Run 1, clock distribution:
Drawn at 6 px/um.
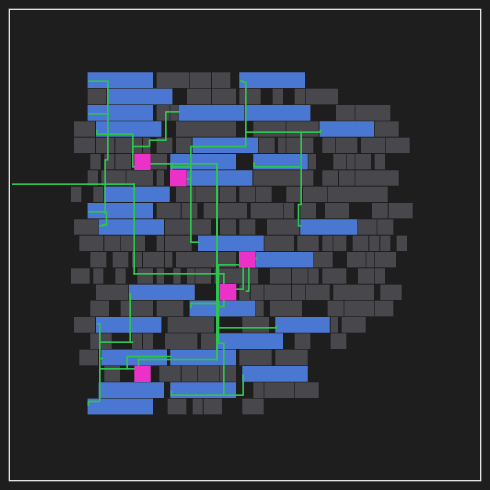
Run 1, routing congestion:
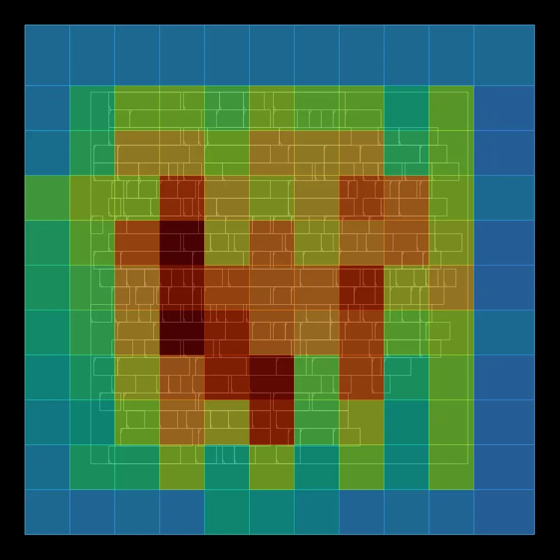
Run 1, port wiring:
Drawn at 6 px/um.
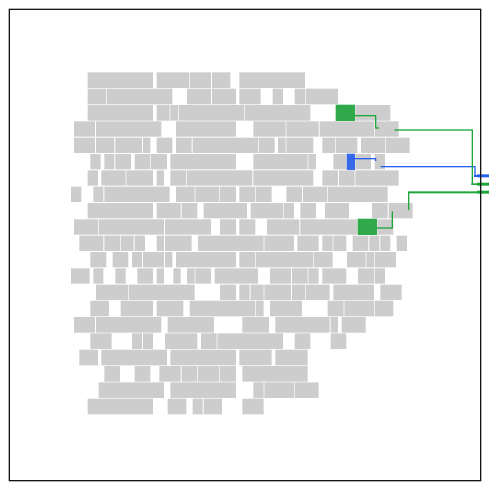
[src/rtl/imm_pkg.sv]
// Shared types and default widths for the immediate chunk encoder and its
// length calculator.
package imm_pkg;

    localparam int DATA_W     = 24;
    localparam int IMM_W      = 8;
    localparam int MAX_CHUNKS = DATA_W / IMM_W;

    typedef enum logic {
        IDLE = 1'b0,
        EMIT = 1'b1
    } state_e;

    // Chunk count / chunk index, wide enough for 1..3.
    typedef logic [1:0] len_t;

endpackage

[src/rtl/imm_len_calc.sv]
// Combinational chunk-count estimator: smallest number of IMM_W chunks whose
// sign extension reproduces the DATA_W-bit signed value.
module imm_len_calc
    import imm_pkg::*;
#(
    parameter int DATA_W = imm_pkg::DATA_W,
    parameter int IMM_W  = imm_pkg::IMM_W
) (
    input  logic [DATA_W-1:0] value_i,
    output len_t              len_o
);

    localparam int MAX_CHUNKS = DATA_W / IMM_W;

    // k chunks suffice when bits [DATA_W-1 : k*IMM_W-1] are all copies of the sign.
    function automatic logic fits(input logic [DATA_W-1:0] v, input int k);
        logic signed [DATA_W-1:0] sh;
        sh = $signed(v) >>> (k * IMM_W - 1);
        return (sh == '0) || (&sh);
    endfunction

    always_comb begin
        len_o = len_t'(MAX_CHUNKS);
        for (int k = MAX_CHUNKS - 1; k >= 1; k--) begin
            if (fits(value_i, k)) begin
                len_o = len_t'(k);
            end
        end
    end

endmodule

[src/rtl/imm_chunk_encoder.sv]
// Splits a signed constant into the shortest most-significant-first stream of
// IMM_W-bit immediates, with valid/ready on both sides and no inter-constant bubble.
module imm_chunk_encoder
    import imm_pkg::*;
#(
    parameter int DATA_W = imm_pkg::DATA_W,
    parameter int IMM_W  = imm_pkg::IMM_W
) (
    input  logic              clk,
    input  logic              rst_n,
    input  logic              in_valid,
    output logic              in_ready,
    input  logic [DATA_W-1:0] in_value,
    output logic              out_valid,
    input  logic              out_ready,
    output logic [IMM_W-1:0]  out_imm,
    output logic              out_first,
    output logic              out_last,
    output logic [1:0]        out_len
);

    state_e            state_q, state_d;
    logic [DATA_W-1:0] val_q, val_d;
    len_t              len_q, len_d;
    len_t              idx_q, idx_d;
    len_t              in_len;
    logic              accept;

    imm_len_calc #(
        .DATA_W (DATA_W),
        .IMM_W  (IMM_W)
    ) u_len_calc (
        .value_i (in_value),
        .len_o   (in_len)
    );

    assign in_ready = (state_q == IDLE) ||
                      ((state_q == EMIT) && (idx_q == '0) && out_ready);
    assign accept   = in_valid && in_ready;

    // Outputs are decoded from registered state only, so they hold under backpressure.
    always_comb begin
        out_valid = 1'b0;
        out_imm   = '0;
        out_first = 1'b0;
        out_last  = 1'b0;
        out_len   = '0;
        if (state_q == EMIT) begin
            out_valid = 1'b1;
            out_imm   = val_q[idx_q * IMM_W +: IMM_W];
            out_first = (idx_q == (len_q - len_t'(1)));
            out_last  = (idx_q == '0);
            out_len   = len_q;
        end
    end

    always_comb begin
        state_d = state_q;
        val_d   = val_q;
        len_d   = len_q;
        idx_d   = idx_q;
        unique case (state_q)
            IDLE: begin
                if (accept) begin
                    state_d = EMIT;
                    val_d   = in_value;
                    len_d   = in_len;
                    idx_d   = in_len - len_t'(1);
                end
            end
            EMIT: begin
                if (out_ready) begin
                    if (idx_q != '0) begin
                        idx_d = idx_q - len_t'(1);
                    end else if (accept) begin
                        val_d = in_value;
                        len_d = in_len;
                        idx_d = in_len - len_t'(1);
                    end else begin
                        state_d = IDLE;
                    end
                end
            end
            default: state_d = IDLE;
        endcase
    end

    always_ff @(posedge clk or negedge rst_n) begin
        if (!rst_n) begin
            state_q <= IDLE;
            len_q   <= '0;
            idx_q   <= '0;
        end else begin
            state_q <= state_d;
            len_q   <= len_d;
            idx_q   <= idx_d;
        end
    end

    // Value register is only observed in EMIT, so it needs no reset.
    always_ff @(posedge clk) begin
        val_q <= val_d;
    end

endmodule
[config.mk]
export PLATFORM = sky130hd
export DESIGN_NAME = imm_chunk_encoder
export DESIGN_NICKNAME = d
export VERILOG_FILES = /design/src/rtl/imm_pkg.sv /design/src/rtl/imm_len_calc.sv /design/src/rtl/imm_chunk_encoder.sv
export SDC_FILE = /design/constraint.sdc
export NUM_CORES = 1
export LEC_CHECK = 0
export CORE_MARGIN = 10
export CORE_UTILIZATION = 42
export CTS_CLUSTER_SIZE = 24
export DETAILED_ROUTE_END_ITERATION = 10
export PLACE_DENSITY = 0.77
export SLEW_MARGIN = 20
export SYNTH_ARGS = -nofsm -noshare
export SYNTH_HDL_FRONTEND = slang
export SYNTH_HIERARCHICAL = 1
export SYNTH_SLANG_ARGS = --single-unit
[constraint.sdc]
create_clock -name clk -period 1.8 [get_ports clk]
set_clock_uncertainty 0.15 [all_clocks]
set_input_delay 0.54 -clock clk [delete_from_list [all_inputs] [get_ports clk]]
set_output_delay 0.54 -clock clk [all_outputs]
set_load 0.01 [all_outputs]
==> metrics.cfg, run 1 <==
[cells_and_area]
top_regs = val_q: 24 flops, idx_q: 2 flops, len_q: 2 flops
flop_area_um2 = 848
drive_gt1_share_pct = 58.6
clk_share_pct = 2.11
top_register = val_q
nNonClkBuffers = 83
flop-count = 29
n_clock_buffer = 6
seq_share_pct = 34.9
comb_area_share_pct = 29.2
nNonClkInverters = 3

[min_path]
holdCritStartpoint = in_value[19]
worstHoldPathType = primary input to flip-flop

[synthesis]
topCombFamilyByArea = simple AND/OR/NAND/NOR gates
top_area_cell = edfxtp_1
synth.top_cell.area_share_pct = 50.4
syn_nets = 133
netlist_area_mm2 = 0.00143
edf_count = 24
synth.most_common_cell = edfxtp_1
postSynthAreaPerCell_um2 = 13.6
ys.flop_type = edfxtp_1
mux_area_share_pct = 10.6
ys_cells = 105
ys.flops = 29
ys_sh_simple_pct = 16.5
ys_top_cells_by_area = edfxtp_1 (50%), dfrtp_1 (8.8%), mux2_4 (5.3%)

[routing]
drc = 0
ant_nets = 0
dr_wl_met3_um = 346
wirelength_mm = 4.61
viasPerCell = 5.42
met2_length_mm = 2.43

[die]
die_x_um = 78.3
core_area_mm2 = 0.00331
nWellTaps = 46
die-height_um = 78.3
fp-row-count = 21
dieArea_mm2 = 0.00613
initial_core_util_pct = 43.2

[status]
status = complete, but fails checks
violations = negative setup slack

[place]
dp.cells = 214
dp_hpwl_mm = 2.78
dp_slack_ns = -0.937
dpl_cell_area_mm2 = 0.00209

[sta]
setup_viol = 17
fin_crit_ns = 2.26
layout_setup_ws_ns = -0.464
finalCritPeriodShare_pct = 126
worst_hold_slack_ns = 0.271

[setup_path]
cp_max_fo = 5
rr_worst_depth = 7
endpoint = out_imm[6]
crit_buf_inv = 2
rr_startpoint = idx_q[1]
arrival_ns = 1.57

[grt]
grt_max_degree = 13
grt_usage_pct = 14.1
overflow = 0
antenna_found_initial = 0
grt_pass1_vias = 1346

[clock_network]
cts_hold_buffers = 0
postCtsSetupRepairBufs = 6
htree_levels = 2
cts_tree = built

[pwr]
ir_drop_v = 0.000796
power.leakage_nw = 1.01
p_total_mw = 2.98
p_seq_mw = 0.927
powerDensity_mw_per_mm2 = 1230
p_comb_share_pct = 56.2

Back to the opening pictures, 'clock distribution':
legend:
  flip-flops:
    color: blue
    count: 29
  clock wires:
    color: green
    length: 382 um
  cells driving clock nets:
    color: magenta
    count: 5
routed clock nets: 6
Latency at later pin: 0.33 ns
clock network power share: 12.7%
P_clk: 0.380 mW

Back to the opening pictures, 'routing congestion':
grt met1 use: 14.5%
drt wl/cell: 19.4 um
busiest grt layer: met2
final core utilization: 73.4%

Back to the opening pictures, 'port wiring':
legend:
  `out_first`:
    color: blue
    bits: 1
    direction: output
    edge: right
    end_cells: 1
    buffers: 1
    wire: 21.9 um
  `out_len`:
    color: green
    bits: 2
    direction: output
    edge: right
    end_cells: 2
    buffers: 2
    wire: 48.4 um

Run 1, wire density map:
Drawn at 4 px/um. 16 x 16 tiles, from white (low) to dark blue (high), scaled to the fullest tile. Values are wire area over tile area, all layers added.
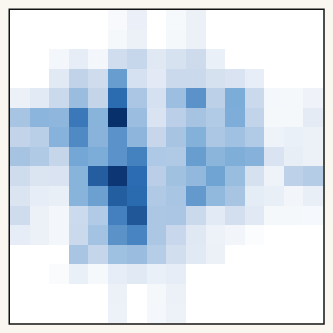

==> inputs of run 2 (changes only) <==
--- a/config.mk
+++ b/config.mk
@@ -5,6 +5,8 @@
 export SDC_FILE = /design/constraint.sdc
 export NUM_CORES = 1
 export LEC_CHECK = 0
+export ABC_AREA = 0
+export CORE_ASPECT_RATIO = 0.5
 export CORE_MARGIN = 10
 export CORE_UTILIZATION = 42
 export CTS_CLUSTER_SIZE = 24
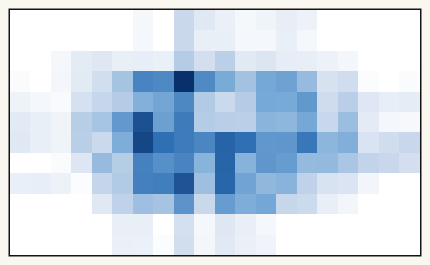
Run 2: wire density map
Drawn at 4 px/um. 20 x 12 tiles, from white (low) to dark blue (high), scaled to the fullest tile. Values are wire area over tile area, all layers added.
mean over tiles: 0.12
emptiest ninth of the die: bottom right
nearly empty tiles: 28%

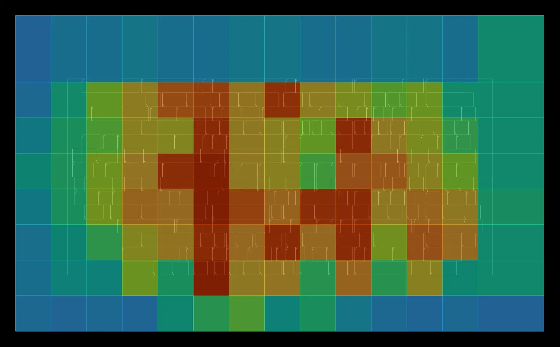
Run 2: routing congestion
grt met1 use: 14.9%
met3 Usage GRT: 5.25%
Total GRT Usage: 14.4%

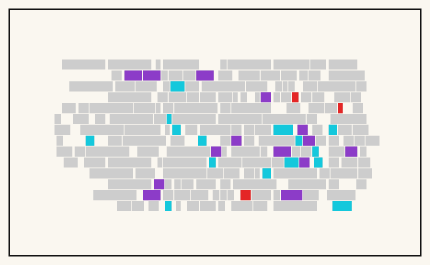
Run 2: gate-type map
Drawn at 4 px/um.
legend:
  inverting AOI/OAI gates:
    color: purple
    cells: 14
    most_used: a22oi_2
  NAND gates:
    color: cyan
    cells: 15
    most_used: nand3_1
  inverters:
    color: red
    cells: 3
Comb/total area: 26.9%
Cell Count, Final, Fillers Out: 232
Commonest Layout Cell: buf_4

==> run 2 against run 1 <==
  * The run still ends with negative setup slack left
  * Global-route usage is 0.32 points higher
  * Non-clock buffer count increased by 2
  * Largest cell class unchanged
  * First-iteration DRC count shrank 11%
  * Die size is 2.3% higher
  * Cell area up 0.93%
  * Critical endpoint is now out_imm[2]
  * Maximum frequency up 1.2%
  * Final cell count decreased by 2.1%
  * Total power is 8.2% higher
  * Sequential power up 1%
  * Via count is 4.1% lower
==> metrics.cfg, run 2 <==
[grt]
antenna_found_initial = 0  ; unchanged
grt_max_degree = 25  ; was 13
overflow = 0  ; unchanged

[cells_and_area]
nNonClkInverters = 3  ; unchanged
nNonClkBuffers = 85  ; was 83
flop-count = 29  ; unchanged
drive_gt1_share_pct = 57.8  ; was 58.6%
clk_share_pct = 4.24  ; was 2.11%
seq_share_pct = 34.6  ; was 34.9%
flop_area_um2 = 848  ; unchanged
top_register = val_q  ; unchanged
top_regs = val_q: 24 flops, idx_q: 2 flops, len_q: 2 flops  ; unchanged

[clock_network]
clkLatencyLatePin_ns = 0.29  ; was 0.33 ns
cts_tree = built  ; unchanged
cts_hold_buffers = 0  ; unchanged
htree_levels = 2  ; unchanged
postCtsSetupRepairBufs = 13  ; was 6

[status]
violations = negative setup slack  ; unchanged
status = complete, but fails checks  ; unchanged

[synthesis]
synth.top_cell.area_share_pct = 50.4  ; unchanged
ys_cells = 105  ; unchanged
netlist_area_mm2 = 0.00143  ; unchanged
synth.most_common_cell = edfxtp_1  ; unchanged
ys_sh_simple_pct = 16.5  ; unchanged
ys.flop_type = edfxtp_1  ; unchanged
top_area_cell = edfxtp_1  ; unchanged
postSynthAreaPerCell_um2 = 13.6  ; unchanged
topCombFamilyByArea = simple AND/OR/NAND/NOR gates  ; unchanged
mux_area_share_pct = 10.6  ; unchanged
ys_top_cells_by_area = edfxtp_1 (50%), dfrtp_1 (8.8%), mux2_4 (5.3%)  ; unchanged
syn_nets = 133  ; unchanged

[place]
dp_hpwl_mm = 2.78  ; about the same
dp_slack_ns = -0.960  ; was -0.937 ns

[routing]
drt-wirelength-per-cell_um = 20.6  ; was 19.4 um
drc = 0  ; unchanged
wirelength_mm = 4.79  ; was 4.61 mm

[die]
initial_core_util_pct = 45.6  ; was 43.2%
core_area_mm2 = 0.00314  ; was 0.00331 mm2
fp-row-count = 14  ; was 21
die_x_um = 102  ; was 78.3 um
nWellTaps = 40  ; was 46
die-height_um = 61.2  ; was 78.3 um

[pwr]
p_seq_mw = 0.939  ; was 0.927 mW
ir_drop_v = 0.000548  ; was 0.000796 V
powerClk_mw = 0.655  ; was 0.380 mW
p_total_mw = 3.22  ; was 2.98 mW
powerDensity_mw_per_mm2 = 1320  ; was 1230 mW/mm2
power.leakage_nw = 1.03  ; was 1.01 nW
p_comb_share_pct = 50.6  ; was 56.2%

[setup_path]
rr_worst_depth = 7  ; unchanged
arrival_ns = 1.55  ; was 1.57 ns
crit_buf_inv = 2  ; unchanged

[sta]
worst_hold_slack_ns = 0.310  ; was 0.271 ns
layout_setup_ws_ns = -0.436  ; was -0.464 ns
setup_viol = 39  ; was 17
finalCritPeriodShare_pct = 124  ; was 126%

[min_path]
holdCritStartpoint = in_value[19]  ; unchanged

No activity file was given, so power comes from the tool's default toggle rates.
